**Logic cells by family**

Drawn at 1.5 px/um.
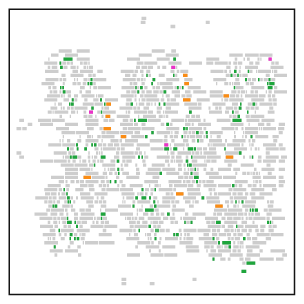
**Signal wires by layer**

Drawn at 1.5 px/um.
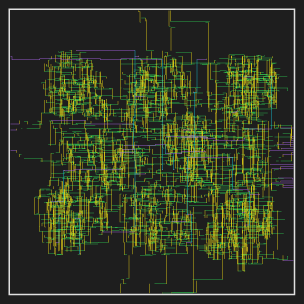
**Clock nets**

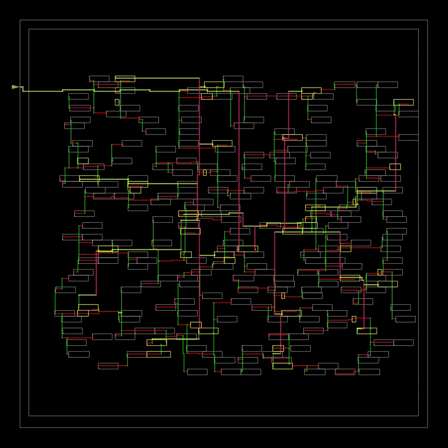
**Signal wires on met3**

Drawn at 2 px/um.
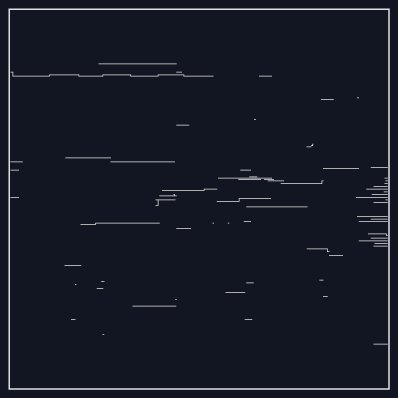
**Clock distribution**

Drawn at 2 px/um.
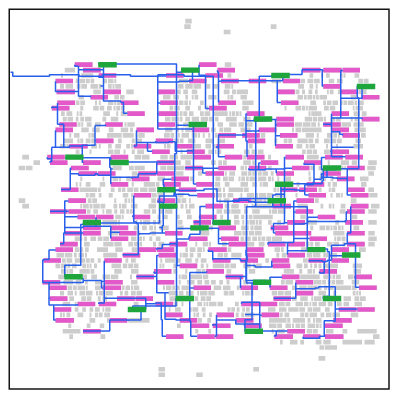
==> config.mk <==
export PLATFORM = sky130hd
export DESIGN_NAME = tap_input_encoder
export DESIGN_NICKNAME = d
export VERILOG_FILES = /design/src/rtl/tap_input_encoder.sv
export SDC_FILE = /design/constraint.sdc
export NUM_CORES = 1
export LEC_CHECK = 0
export CAP_MARGIN = 15
export CORE_MARGIN = 4
export CORE_UTILIZATION = 30
export DETAILED_ROUTE_END_ITERATION = 7
export GPL_TIMING_DRIVEN = 0
export PLACE_DENSITY = 0.55
export SETUP_SLACK_MARGIN = 0.3
export SLEW_MARGIN = 20
export SYNTH_ARGS = -nofsm -noshare
export SYNTH_HDL_FRONTEND = slang
export SYNTH_SLANG_ARGS = --single-unit
==> constraint.sdc <==
create_clock -name clk -period 2.2 [get_ports clk]
set_clock_uncertainty 0.15 [all_clocks]
set_input_delay 0.22 -clock clk [delete_from_list [all_inputs] [get_ports clk]]
set_output_delay 0.22 -clock clk [all_outputs]
set_load 0.03 [all_outputs]
==> Changelog: implementation <==
## Implementation

- Die Area: between 30000 and 40000 um2
- Crit path DAT: 2.41 ns
- Worst vdd ir: 0.000455 V
- P&R area growth vs syn: 40.2%
- Max FFs per register: 160
- Max transition margin: between 60% and 70%
- Placed instance area: ~11000 um2
- Max clock buf depth: 3
- Crit end category: register
- Antenna violations before repair: 0
- Max incr delay on CP: 0.56 ns
- Register area share after synthesis: 53.9%
- Vias in the first global route: 7598
- Setup slack at placement: -0.167 ns
- CTS tree: yes
- Crit-path leading delay family: simple AND/OR/NAND/NOR gates
- Syn Std Cell Area: 9850 um2
- Worst Max-Slew Pin Slew: 0.527 ns
- Status: finished clean
- Yosys Chip Area: 9850 um2
- Stages on worst setup path: 5
- GRT busiest layer: met2
- ANT cells: 0
- Met2 usage: 19.7%
- Final GP Congestion: ~0.77
- Critical path buffers and inverters: 1
- Final Max Slew Viols: 0
- Layout fillers: roughly 3100
- DRT iter0 DRCs: 308
- Count of different cell masters after synthesis: 53
- H-tree depth: 1
- Critical path launch point type: register
- Sinks on the clock net: between 200 and 250
- Syn Nets: 985
- Ys cells: 966
- Share of post-route cells with drive strength above 1: 35.2%
- PwrDens: 622 nW/um2
Notes on 'logic cells by family' above:
| color | family | cells | most used |
|---|---|---|---|
| magenta | AND-OR and OR-AND gates | 4 | a31o_2 |
| green | NAND gates | 152 | nand2_1 |
| orange | multiplexers | 12 | mux2_4 |
non-filler cells, final: 1610
most numerous logic cell after layout: dfrtp_1
Comb area share: 38.1%

Notes on 'signal wires by layer' above:
| color | layer | wire length |
|---|---|---|
| green | metal 1 | 10300 um |
| purple | metal 3 | 729 um |
| yellow | metal 2 | 10800 um |
| cyan | metal 4 | 473 um |
overall routing resource usage: 11.9%
Vias: 7771

Notes on 'clock nets' above:
Seq cells: 212
Latency at later pin: 0.52 ns
clk_buf instances: 40
Inserted Clock Buffers: 24
clock network power: 4150 uW

Notes on 'signal wires on met3' above:
main direction: horizontal
wire length on this layer: 729 um
met3 usage: 2.10%
drt total wl: 22300 um

Notes on 'clock distribution' above:
[green] clock drivers | count: 24
[blue] clock wires | length: 3040 um
[magenta] flip-flops | count: 212
routed clock nets: 25
clock network fraction of design power: 48.3%

## final cells by class
type                            instances  area, um2  share of cell area (%)
Inverter                               36        135                   0.979
Multi-Input combinational cell        692       5250                    38.1
Tap cell                              442        553                    4.01
Timing Repair Buffer                  158       1430                    10.4
Buffer                                 26        251                    1.82
Clock buffer                           40        802                    5.81
Sequential cell                       212       5330                    38.6
Clock inverter                          4       45.0                   0.326
## cells by family (layout without fill, tap and decap cells)
logic type	Yosys count	after routing	share of synthesized area, %
AND-OR/OR-AND	112	112	7.06
XOR/XNOR	106	106	9.43
adder cells (fa/ha/maj)	8	8	1.02
buffers and inverters	62	264	2.76
flip-flops	212	212	53.9
multiplexers	12	12	1.32
AND/OR/NAND/NOR	454	454	24.5
## synth_stat cells, drive strengths merged, types with 7 or more instances
| master | n |
|---|---|
| or3 | 23 |
| buf | 16 |
| clkbuf | 10 |
| and3 | 11 |
| and4 | 9 |
| xor2 | 34 |
| or4 | 31 |
| o21ai | 35 |
| and2 | 8 |
| ha | 8 |
| nand4 | 28 |
| xnor2 | 72 |
| dfrtp | 212 |
| inv | 36 |
| a21oi | 49 |
| nor3 | 29 |
| nand2b | 8 |
| nor2 | 141 |
| o31ai | 17 |
| mux2 | 8 |
| or4b | 7 |
| nand2 | 53 |
| nand3 | 59 |
| nor4 | 27 |
## stage by stage
stage / hold slack (ns) / std cells / utilization [%] / TNS, ns
2_1_floorplan: -0.226 / 966 / - / 0
3_3_place_gp: 0.186 / 1438 / 33.4 / -1809.84
3_5_place_dp: 0.0383 / 1440 / 33.6 / -5.33
4_1_cts: 0.00367 / 1560 / 39.1 / 0
5_1_grt: 0.0362 / 1610 / 42.5 / -1.50
6_report: 0.0198 / 1610 / 42.5 / 0
## worst reg2reg max path: cells and delay by family (launching register included)
family | cells | cell delay, ns
AND-OR/OR-AND | 2 | 0.26
buffers and inverters | 1 | 0.17
flip-flops | 1 | 0.38
AND/OR/NAND/NOR | 2 | 1.09
## routing by layer
| layer | up-vias | wire length [um] |
|---|---|---|
| li1 | 3794 | - |
| met1 | 3852 | 10300 |
| met2 | 91 | 10800 |
| met3 | 34 | 728 |
| met4 | 0 | 472 |
| met5 | - | 0 |
## where the power goes
group,internal (uW),leakage (uW),switching [uW]
Clock,2580,0.000424,1570
Combinational,184,0.00222,249
Sequential,3950,0.00287,53.3
Total,6720,0.00552,1870
## timing repair
action                                  CTS  global route
hold buffers                              5             2
endpoints found under the setup margin  182           178
gates resized                           124           206
endpoints found under the hold margin   209             2
buffers inserted                         63            45
cloned                                    8             3
pin swaps                                35            51
No activity file was given, so power comes from the tool's default toggle rates.
